[src/rtl/mlp_layer_sched.sv]
// Control sequencer for the MLP datapath: weight/input load, layer-by-layer MAC with ping-pong activation banks, result streaming.
// Optional cycle counter output perf_cycles_o is enabled by defining MLP_SCHED_PERF_EN.
module mlp_layer_sched #(
  parameter int DIM        = 16,
  parameter int NUM_LAYERS = 8
) (
  input  logic        clk_i,
  input  logic        rst_ni,
  input  logic        init_valid_i,
  output logic        init_ready_o,
  input  logic        start_valid_i,
  output logic        start_ready_o,
  output logic        result_valid_o,
  output logic        busy_o,
  output logic        w_ren_o,
  output logic        w_wen_o,
  output logic [10:0] w_addr_o,
  output logic        x_ren_o,
  output logic        x_wen_o,
  output logic        x_sel_o,
  output logic [7:0]  x_addr_o,
  output logic        partial_sum_store_o,
  output logic        x_sram_write_back_o
`ifdef MLP_SCHED_PERF_EN
  ,
  output logic [31:0] perf_cycles_o
`endif
);

  localparam int W_WORDS = NUM_LAYERS * DIM * DIM;
  localparam logic [8:0]  LAST_IDX   = 9'(DIM - 1);
  localparam logic [11:0] W_LAST     = 12'(W_WORDS - 1);
  localparam logic [10:0] LAYER_LAST = 11'(NUM_LAYERS - 1);

  typedef enum logic [2:0] {
    IDLE, LOAD_W, LOAD_X, MAC_RD, MAC_DRAIN, WB, OUT_RD, OUT_LAST
  } state_e;

  state_e      state_q, state_d;
  logic        loaded_q, loaded_d;
  logic        src_q, src_d;
  logic [11:0] wcnt_q, wcnt_d;
  logic [8:0]  k_q, k_d;
  logic [8:0]  j_q, j_d;
  logic [10:0] layer_q, layer_d;

  always_ff @(posedge clk_i or negedge rst_ni) begin
    if (!rst_ni) begin
      state_q  <= IDLE;
      loaded_q <= 1'b0;
      src_q    <= 1'b0;
      wcnt_q   <= '0;
      k_q      <= '0;
      j_q      <= '0;
      layer_q  <= '0;
    end else begin
      state_q  <= state_d;
      loaded_q <= loaded_d;
      src_q    <= src_d;
      wcnt_q   <= wcnt_d;
      k_q      <= k_d;
      j_q      <= j_d;
      layer_q  <= layer_d;
    end
  end

  // wcnt doubles as the load address and the run-time weight address, since
  // MAC reads walk the weight SRAM in strictly ascending order; k doubles as
  // the input-load word counter.
  always_comb begin
    state_d             = state_q;
    loaded_d            = loaded_q;
    src_d               = src_q;
    wcnt_d              = wcnt_q;
    k_d                 = k_q;
    j_d                 = j_q;
    layer_d             = layer_q;
    init_ready_o        = (state_q == IDLE) || (state_q == LOAD_W) || (state_q == LOAD_X);
    start_ready_o       = (state_q == IDLE) && loaded_q && !init_valid_i;
    busy_o              = (state_q != IDLE);
    result_valid_o      = 1'b0;
    w_ren_o             = 1'b0;
    w_wen_o             = 1'b0;
    w_addr_o            = '0;
    x_ren_o             = 1'b0;
    x_wen_o             = 1'b0;
    x_sel_o             = 1'b0;
    x_addr_o            = '0;
    partial_sum_store_o = 1'b0;
    x_sram_write_back_o = 1'b0;

    case (state_q)
      IDLE: begin
        if (init_valid_i) begin
          w_wen_o  = 1'b1;
          wcnt_d   = 12'd1;
          loaded_d = 1'b0;
          state_d  = LOAD_W;
        end else if (start_valid_i && loaded_q) begin
          wcnt_d  = '0;
          k_d     = '0;
          j_d     = '0;
          layer_d = '0;
          src_d   = 1'b0;
          state_d = MAC_RD;
        end
      end
      LOAD_W: begin
        if (init_valid_i) begin
          w_wen_o  = 1'b1;
          w_addr_o = wcnt_q[10:0];
          wcnt_d   = wcnt_q + 12'd1;
          if (wcnt_q == W_LAST) begin
            k_d     = '0;
            state_d = LOAD_X;
          end
        end
      end
      LOAD_X: begin
        if (init_valid_i) begin
          x_wen_o  = 1'b1;
          x_addr_o = k_q[7:0];
          k_d      = k_q + 9'd1;
          if (k_q == LAST_IDX) begin
            k_d      = '0;
            loaded_d = 1'b1;
            state_d  = IDLE;
          end
        end
      end
      // The MAC sees each product one cycle after its read, so the store
      // strobe lags the read by one cycle and spills into MAC_DRAIN.
      MAC_RD: begin
        w_ren_o             = 1'b1;
        w_addr_o            = wcnt_q[10:0];
        x_ren_o             = 1'b1;
        x_sel_o             = src_q;
        x_addr_o            = k_q[7:0];
        partial_sum_store_o = (k_q != '0);
        wcnt_d              = wcnt_q + 12'd1;
        k_d                 = k_q + 9'd1;
        if (k_q == LAST_IDX) begin
          k_d     = '0;
          state_d = MAC_DRAIN;
        end
      end
      MAC_DRAIN: begin
        partial_sum_store_o = 1'b1;
        state_d             = WB;
      end
      WB: begin
        x_sram_write_back_o = 1'b1;
        x_wen_o             = 1'b1;
        x_sel_o             = !src_q;
        x_addr_o            = j_q[7:0];
        k_d                 = '0;
        if (j_q != LAST_IDX) begin
          j_d     = j_q + 9'd1;
          state_d = MAC_RD;
        end else begin
          j_d     = '0;
          src_d   = !src_q;
          layer_d = layer_q + 11'd1;
          state_d = (layer_q == LAYER_LAST) ? OUT_RD : MAC_RD;
        end
      end
      OUT_RD: begin
        x_ren_o        = 1'b1;
        x_sel_o        = src_q;
        x_addr_o       = k_q[7:0];
        result_valid_o = (k_q != '0);
        k_d            = k_q + 9'd1;
        if (k_q == LAST_IDX) begin
          k_d     = '0;
          state_d = OUT_LAST;
        end
      end
      OUT_LAST: begin
        result_valid_o = 1'b1;
        state_d        = IDLE;
      end
      default: state_d = IDLE;
    endcase
  end

`ifdef MLP_SCHED_PERF_EN
  logic        start_fire;
  logic [31:0] perf_q;

  assign start_fire = (state_q == IDLE) && loaded_q && start_valid_i && !init_valid_i;

  always_ff @(posedge clk_i or negedge rst_ni) begin
    if (!rst_ni) begin
      perf_q <= '0;
    end else if (start_fire) begin
      perf_q <= '0;
    end else if (((state_q == MAC_RD) || (state_q == MAC_DRAIN) || (state_q == WB))
                 && (perf_q != 32'hFFFF_FFFF)) begin
      perf_q <= perf_q + 32'd1;
    end
  end

  assign perf_cycles_o = perf_q;
`endif

endmodule

[config.mk]
export PLATFORM = sky130hd
export DESIGN_NAME = mlp_layer_sched
export DESIGN_NICKNAME = d
export VERILOG_FILES = /design/src/rtl/mlp_layer_sched.sv
export SDC_FILE = /design/constraint.sdc
export NUM_CORES = 1
export LEC_CHECK = 0
export ABC_AREA = 0
export CAP_MARGIN = 5
export CORE_ASPECT_RATIO = 2
export CORE_MARGIN = 2
export CORE_UTILIZATION = 40
export DETAILED_ROUTE_END_ITERATION = 10
export HOLD_SLACK_MARGIN = 0.12
export PLACE_DENSITY = 0.74
export SLEW_MARGIN = 0
export SYNTH_ARGS = -nofsm -noshare
export SYNTH_HDL_FRONTEND = slang
export SYNTH_SLANG_ARGS = --single-unit
export TNS_END_PERCENT = 5
[constraint.sdc]
create_clock -name clk_i -period 2.12 [get_ports clk_i]
set_input_delay 0.636 -clock clk_i [delete_from_list [all_inputs] [get_ports clk_i]]
set_output_delay 0.636 -clock clk_i [all_outputs]
set_load 0.05 [all_outputs]
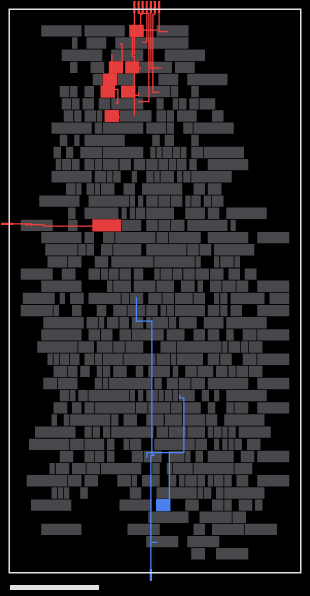
Fig. 1. Port wiring.
Bar = 20 um.
- red: x_addr_o (bits 8; direction output; edge 7 north, 1 west; end cells 8; buffers 8; wire 157 um)
- blue: w_ren_o (bits 1; direction output; edge south; end cells 1; buffers 2; wire 101 um)

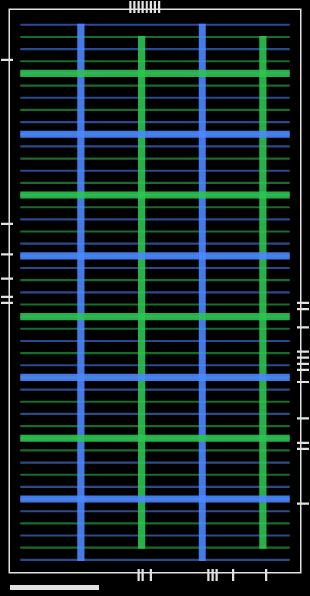
Fig. 2. Supply network.
Bar = 20 um. Pins as bars on the die edge.
- blue: VSS
- green: VDD
- met5 straps: 8
- met1 rails: 45
- met4 straps: 4

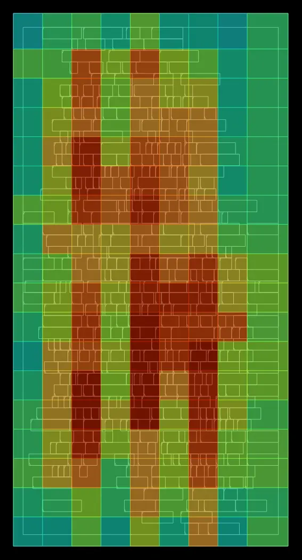
Fig. 3. Congestion heat map.
Global Route Usage Sum: 0.222
routed len/inst: 17.1 um
GR Util met3: 0.0375

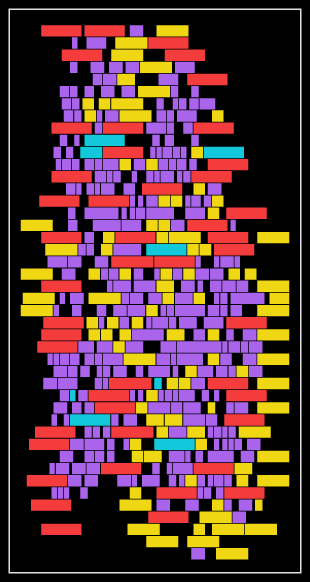
Fig. 4. Cells coloured by class.
- purple: all other logic (cells 271)
- yellow: other buffers and delay cells (cells 96)
- cyan: clock drivers and dummy loads (cells 8)
- red: flops (cells 46)

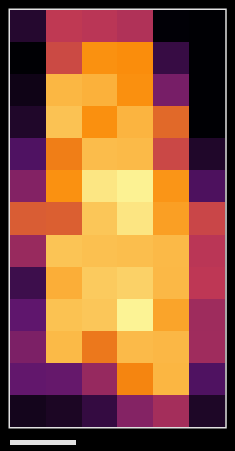
Fig. 5. Local utilization.
Bar = 20 um. The die is cut into 6 by 13 equal tiles; black is low, pale yellow is high, 0 to 100% covered.
- emptiest ninth of the die: north-east
- fullest tile: 97%
- nearly empty tiles: 7.7%
- densest ninth of the die: centre

==> where the power goes <==
| group | leakage (nW) | switching [W] | total [W] | internal (W) |
|---|---|---|---|---|
| Sequential | 0.620 | 0.000267 | 0.00135 | 0.00108 |
| Clock | 0.0739 | 0.000344 | 0.000812 | 0.000468 |
| Combinational | 1.30 | 0.00198 | 0.00379 | 0.00181 |
| Total | 1.99 | 0.00259 | 0.00595 | 0.00336 |
==> worst max-delay path by stage <==
| stage | to | slack, ns | cells past startpoint |
|---|---|---|---|
| 2_1_floorplan | x_addr_o[1] | -0.39 | 5 |
| 3_3_place_gp | x_addr_o[6] | -0.69 | 5 |
| 3_5_place_dp | x_addr_o[4] | -0.66 | 5 |
| 4_1_cts | start_ready_o | -0.22 | 4 |
| 5_1_grt | start_ready_o | -0.25 | 4 |
| 6_report | start_ready_o | -0.22 | 4 |
==> cells by family (layout without fill, tap and decap cells) <==
family	Yosys count	count (layout)
and+or+nand+nor	154	154
xor gates and xnor gates	15	15
buffers and inverters	25	110
muxes	3	3
DFF	46	46
adders and majority gates	5	5
AOI/OAI and AO/OA	88	88
==> per-stage QoR <==
step                setup TNS, ns  worst slack, ns
floorplan                   -4.89           -0.390
global placement           -19.59           -0.685
detailed placement         -19.58           -0.659
CTS                         -3.29           -0.215
global route                -4.70           -0.254
finish                      -3.67           -0.217
==> routing by layer <==
layer | GRT usage | wire length [um] | up-vias
met3 | 0.0375 | 264 | 25
met1 | 0.230 | 3140 | 1470
li1 | - | - | 1392
met2 | 0.413 | 5070 | 88
met5 | 0 | 0 | -
met4 | 0.114 | 303 | 0
==> flip-flops by register name, indices dropped and copies added, names as in the netlist <==
name	cells
j_q	9
state_q	3
loaded_q	1
wcnt_q	12
layer_q	11
src_q	1
k_q	9
==> results.py <==
# Synthesis and PnR figures
metrics = {
    "outcome": {
        "status": "finished with violations",
        "violations": "negative setup slack",
    },
    "clock_tree": {
        "ctsRootBufferMaster": "clkbuf_16",
        "postCtsSetupBuffers": 4,
        "cts_tree": "done",
        "postCtsHoldBufs": 0,
    },
    "routing": {
        "first_pass_iters": 4,
        "vias": 2975,
        "drt-total-wl_mm": 8.78,
        "viasPerCell": 5.80,
        "detail-route-antenna-nets": 0,
    },
    "yosys": {
        "synthCells": 336,
        "ys_cells": 336,
        "synth_area_um2": 2960,
        "ys_sh_adder": 0.0211,
        "ys_seq_share": 0.389,
        "synth_nets": 345,
        "numSynthFlops": 46,
        "synthAoiAreaFrac": 0.210,
        "mux_share": 0.0106,
        "flop_cell": "dfrtp_1",
    },
    "cells_and_area": {
        "layout.nets": 429,
        "clock_buffers": 7,
        "inverters": 6,
        "comb_area_um2": 1890,
        "n_all_buffers": 96,
        "nFillCells": 563,
        "nFlopsAndLatches": 46,
        "n_antenna_cell": 0,
    },
    "place": {
        "place_inst": 496,
        "hpwl_mm": 6.30,
        "post_dp_cell_area_um2": 4070,
        "port_buffers": 33,
    },
    "die": {
        "die_h_um": 126,
    },
    "worst_setup_path": {
        "crit_fanout": 3,
        "crit_slowest_cell": "dfrtp_2",
        "endpoint_kind": "output pin",
        "crit_start": "state_q[2]",
        "timing_worst_setup_path_type": "flip-flop to output pin",
    },
    "global_routing": {
        "grt_pass1_wl_mm": 14.3,
    },
    "final_timing": {
        "hold_ws_ns": 0.301,
        "setup_slack_ns": -0.217,
        "setup_viol_count_final": 28,
    },
    "run": {
        "log.warning_count": 30,
    },
}
No activity file was given, so power comes from the tool's default toggle rates.
